[config.mk]
export PLATFORM = sky130hd
export DESIGN_NAME = fetch_queue
export DESIGN_NICKNAME = d
export VERILOG_FILES = /design/src/rtl/dlx_pkg.sv /design/src/rtl/fetch_queue.sv
export SDC_FILE = /design/constraint.sdc
export NUM_CORES = 1
export LEC_CHECK = 0
export ABC_AREA = 1
export CELL_PAD_IN_SITES_DETAIL_PLACEMENT = 0
export CELL_PAD_IN_SITES_GLOBAL_PLACEMENT = 1
export CORE_MARGIN = 5
export CORE_UTILIZATION = 48
export DETAILED_ROUTE_END_ITERATION = 7
export GPL_TIMING_DRIVEN = 0
export PLACE_DENSITY = 0.87
export SLEW_MARGIN = 40
export SYNTH_ARGS = -nofsm -noshare
export SYNTH_HDL_FRONTEND = slang
export SYNTH_SLANG_ARGS = --single-unit
[constraint.sdc]
create_clock -name clk -period 8.6 [get_ports clk]
set_input_delay 1.72 -clock clk [delete_from_list [all_inputs] [get_ports clk]]
set_output_delay 1.72 -clock clk [all_outputs]
set_load 0.1 [all_outputs]
[src/rtl/dlx_pkg.sv]
// Shared DLX pipeline types: instruction/PC widths, the NOP encoding and the
// fetch word handed from IF to ID.
package dlx_pkg;

  localparam int INSTR_W = 32;
  localparam int PC_W    = 32;

  localparam logic [INSTR_W-1:0] DLX_NOP = 32'h5400_0000;

  typedef struct packed {
    logic [INSTR_W-1:0] instr;
    logic [PC_W-1:0]    pc4;
  } fetch_word_t;

endpackage

[src/rtl/fetch_queue.sv]
// Instruction prefetch queue between IF and ID: circular buffer of fetch words
// with valid/ready on both sides and a single-cycle flush for taken branches.
module fetch_queue
  import dlx_pkg::*;
#(
  parameter int DEPTH = 4,
  parameter int IW    = INSTR_W,
  parameter int AW    = PC_W
) (
  input  logic                     clk,
  input  logic                     reset,
  input  logic                     flush,
  input  logic                     in_valid,
  output logic                     in_ready,
  input  logic [IW-1:0]            in_instr,
  input  logic [AW-1:0]            in_pc4,
  output logic                     out_valid,
  input  logic                     out_ready,
  output logic [IW-1:0]            out_instr,
  output logic [AW-1:0]            out_pc4,
  output logic [$clog2(DEPTH):0]   count
);

  localparam int PW = $clog2(DEPTH);
  localparam int CW = PW + 1;

  fetch_word_t       r_mem [DEPTH];
  logic [PW-1:0]     r_rd_ptr;
  logic [PW-1:0]     r_wr_ptr;
  logic [CW-1:0]     r_count;

  logic              w_push;
  logic              w_pop;
  fetch_word_t       w_wr_word;
  fetch_word_t       w_rd_word;

  // in_ready depends only on the held count so out_ready never reaches fetch
  assign in_ready  = (r_count != CW'(DEPTH));
  assign out_valid = (r_count != '0);
  assign count     = r_count;

  assign w_push = in_valid & in_ready & ~flush;
  assign w_pop  = out_valid & out_ready & ~flush;

  assign w_wr_word.instr = in_instr;
  assign w_wr_word.pc4   = in_pc4;

  assign w_rd_word = r_mem[r_rd_ptr];
  assign out_instr = w_rd_word.instr;
  assign out_pc4   = w_rd_word.pc4;

  // Control state: reset and flush both return to empty
  always_ff @(posedge clk) begin
    if (reset || flush) begin
      r_rd_ptr <= '0;
      r_wr_ptr <= '0;
      r_count  <= '0;
    end else begin
      if (w_push) r_wr_ptr <= r_wr_ptr + PW'(1);
      if (w_pop)  r_rd_ptr <= r_rd_ptr + PW'(1);
      case ({w_push, w_pop})
        2'b10:   r_count <= r_count + CW'(1);
        2'b01:   r_count <= r_count - CW'(1);
        default: r_count <= r_count;
      endcase
    end
  end

  // Storage is never cleared; count alone decides which entries are live
  always_ff @(posedge clk) begin
    if (w_push) r_mem[r_wr_ptr] <= w_wr_word;
  end

endmodule

==> run notes <==
Entry: Yosys synthesis followed by OpenROAD place and route.

Clock tree:
- The run gives the clock buffer count from CTS as 28.
- The run puts the clock-pin slew on the worst setup and hold paths at approximately 60 ps.
- The run puts the buffers inserted during post-CTS setup optimization at 0.
- The run puts the worst-skew pair later-pin latency at roughly 520 ps.
- The run gives the deepest level of the CTS H-tree as 1.
- The run puts the clock net sink count at around 270.
- TritonCTS built the clock tree.
- Looking at the clock tree report, the root buffer type is sky130_fd_sc_hd__clkbuf_16.

Yosys:
- According to the Yosys statistics, the synthesized design has a chip area of approximately 10000 sq um.
- The run puts the number of distinct library cell variants in the gate-level netlist after synthesis at 19.
- The run gives the sequential area share after synthesis as 0.787.
- The run gives the synthesized netlist net count as 768.
- The run gives the cell total in the yosys stat output as between 600 and 700.
- For reference, the top cells by area after synthesis are sky130_fd_sc_hd__edfxtp_1, sky130_fd_sc_hd__nor2_1, sky130_fd_sc_hd__o22ai_1, sky130_fd_sc_hd__o21ai_0, sky130_fd_sc_hd__o21ai_1.
- Per the synthesis report, the dominant area consumer among library cells is sky130_fd_sc_hd__edfxtp_1.

STA:
- The transition time recorded at the tightest slew-check pin is approximately 540 ps.
- The run puts the clock tree skew after final layout at approximately 8.3 ps.
- The run puts the summed negative setup slack over all endpoints at 0 ps.
- The run gives the final tally of setup violations as 0.
- The run gives the number of hold violations in the final report as 0.
- The run puts the fmax at between 0.2 and 0.25 GHz.
- In this run the tightest slew margin relative to its limit is 0.643.

Setup path:
- The run gives the critical path launch point type as a flip-flop.
- The run gives the total number of cells along the worst setup path as 5.
- The script reports the combined buffer and inverter count of the critical path as 3.
- Listed in order, past its start point the critical path passes clkinv_1, clkbuf_1, o21ai_0, o22ai_1, buf_2.
- For this design, the slowest cell found on the critical path is sky130_fd_sc_hd__buf_2.
- The timing report attributes the biggest portion of critical-path delay to buffers and inverters.
- Looking at the reg2reg group, the worst path ends at r_mem[0][21]$_DFFE_PP_.
- The run gives the data arrival time of the critical path as between 2000 and 2500 ps.
- The run puts the reg2reg setup slack at 6410 ps.

Floorplan:
- The run puts the number of primary I/O pins at between 100 and 150.
- The run gives the total die size as 23800 sq um.
- The run gives the placement row count as around 52.
- The run puts the vertical extent of the die at between 150 and 200 microns.
- The run gives the fraction of the core area occupied by cells at floorplan as 0.491.

Finish:
- Leaving out fill and tap cells, the most frequent cells in the layout are sky130_fd_sc_hd__edfxtp_1, sky130_fd_sc_hd__nor2_1, sky130_fd_sc_hd__o21ai_0.
- The run gives the design area as roughly 13000 sq um.
- The run puts the area of all sequential standard cells at approximately 8000 sq um.
- The final antenna diode tally reported by the flow is 0.
- The run gives the final net count as roughly 950.

GRT:
- The run puts the number of antenna violations at the first check in global routing at 0.
- The run gives the wire length of the first global-routing pass as roughly 34000 microns.

Power and ir drop:
- The run gives the total power density per cell area as between 200 and 250 nW/um^2.
- The run puts the peak supply drop at between 0.15 and 0.2 mV.
- The power report attributes to the sequential group a share of 0.514.
- The run gives the switching share of power as 0.228.
- The power report lists cell-internal power as 0.00216 W.
- The run gives the power share of the clock group as 0.404.

Drt:
- The run puts the detailed-route DRC error count at 0.
- The run puts the number of DRC markers after the initial detailed-route iteration at approximately 470.
- After detailed routing, the number of vias per cell comes to between 5 and 6.

Run:
- The run gives the total tool warning count as 29.

Placement:
- The run gives the number of buffers inserted by port buffering as about 140.
- The run gives the HPWL after detailed placement as approximately 14000 microns.
- The placed instances occupy a cell area of 11800 sq um.

Outcome:
- The flow ran to the end, and the final reports show no timing, DRC or antenna violations.
registers in the layout, summed over array words and instances, names as in the netlist, named ones only:
register,cells
count,3
r_mem,256
r_wr_ptr,2
r_rd_ptr,2
synth_stat cells, drive strengths merged:
cell / number
a21oi: 5
buf: 20
clkbuf: 21
clkinv: 1
dfxtp: 9
edfxtp: 256
fa: 1
ha: 5
inv: 19
nand2: 18
nand3: 4
nor2: 141
o21ai: 129
o22ai: 64
per-stage QoR:
step	utilization	power, W	hold slack (ps)	cells	worst slack, ps
global placement	0.575	0.00171	492	1100	655
detailed placement	0.578	0.00170	494	1117	4560
global route	0.621	0.00289	526	1167	4340
finish	0.621	0.00280	500	1167	4500
floorplan	-	0.00162	466	693	3190
CTS	0.621	0.00282	501	1167	4500
layout make-up:
class | instances | area share
Buffer | 41 | 0.0221
Clock buffer | 33 | 0.0586
Clock inverter | 17 | 0.0109
Inverter | 20 | 0.00594
Multi-Input combinational cell | 367 | 0.142
Sequential cell | 265 | 0.622
Tap cell | 270 | 0.0267
Timing Repair Buffer | 154 | 0.111
power by group through the flow:
| stage | Sequential [W] | Combinational [W] | Clock, W |
|---|---|---|---|
| detailed placement | 0.00147 | 0.000231 | 0 |
| CTS | 0.00144 | 0.000231 | 0.00115 |
| floorplan | 0.00147 | 0.000147 | 0 |
| global route | 0.00144 | 0.000241 | 0.00121 |
| finish | 0.00144 | 0.000230 | 0.00113 |
| global placement | 0.00147 | 0.000236 | 0 |
worst min path at each step:
stage                     slack, ps                        to                     start  depth (start not counted)
after floorplan                 470                 flip-flop  r_rd_ptr[1]$_SDFFE_PP0P_                          2
after global placement          490     count[0]$_SDFFE_PP0P_     count[0]$_SDFFE_PP0P_                          2
after detailed placement        490  r_wr_ptr[0]$_SDFFE_PP0P_  r_wr_ptr[0]$_SDFFE_PP0P_                          2
after CTS                       500     count[0]$_SDFFE_PP0P_     count[0]$_SDFFE_PP0P_                          2
after global routing            530     count[0]$_SDFFE_PP0P_     count[0]$_SDFFE_PP0P_                          2
final                           500  r_wr_ptr[0]$_SDFFE_PP0P_  r_wr_ptr[0]$_SDFFE_PP0P_                          2
per-layer routing:
layer,vias up,track usage,share of wire
met4,0,0.0408,0.018
met2,196,0.307,0.50
met5,-,0,0
li1,2963,-,-
met3,30,0.0363,0.062
met1,2948,0.241,0.42
tightest hold or removal path: cells and delay by family, from the launching register on:
| kind | cells | cell delay [ps] |
|---|---|---|
| flip-flops | 1 | 330 |
| AND/OR/NAND/NOR | 1 | 70 |
| AND-OR/OR-AND | 1 | 50 |
cells by family after synthesis:
kind of cell	after synthesis	share of synthesized area
flops	265	0.787
compound gates	198	0.107
fa+ha+maj	6	0.00826
buf+inv	61	0.0354
simple gates	163	0.0617
### Met2 routing

(2 px per micron) Cells faint in the background.
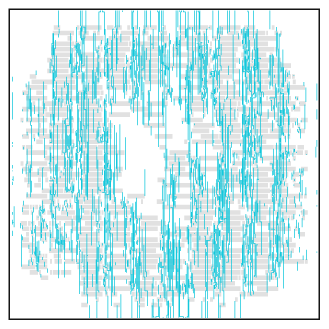
share of all routed wire: 50%
nets with wire on the layer: 745
longest straight run: 67.5 microns
met2 capacity usage during global routing: 0.307
DRT Wirelength: 21800 microns
via count: 6137

### Metal 3

(2 px per micron)
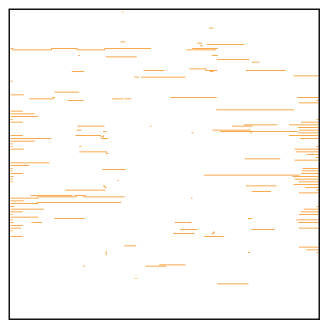
longest straight run: 47.4 microns
share of all routed wire: 6.2%
nets with wire on the layer: 114
main direction: horizontal
wire length on this layer: 1360 microns
met3 capacity usage during global routing: 0.0363

### M1 wires

(2 px per micron) Supply wires on this layer in gray.
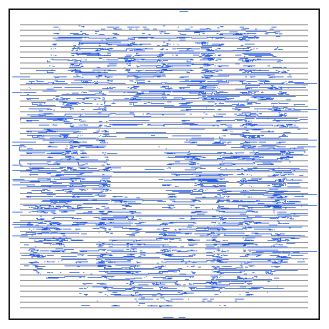
nets with wire on the layer: 871
share of all routed wire: 42%
GR Layer Usage met1: 0.241

### Placed standard cells

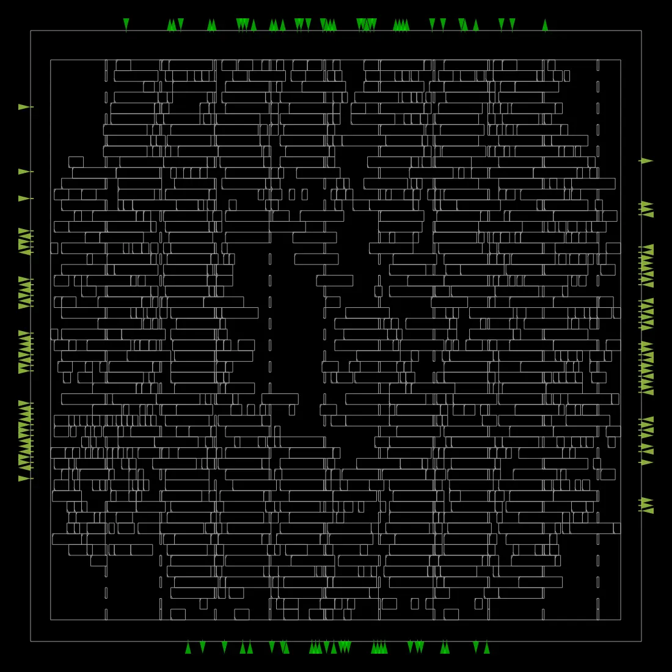
number of well taps: 270
Fillers: 1512
flop count: 265
Seq/total area: 0.622
final std cells w/o fill: 1167

### The metal 4 layer

(2 px per micron) Supply wires on this layer in gray.
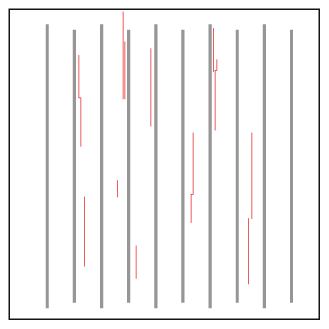
main direction: vertical
longest straight run: 43.5 microns
share of all routed wire: 1.8%
nets with wire on the layer: 5

No activity file was given, so power comes from the tool's default toggle rates.
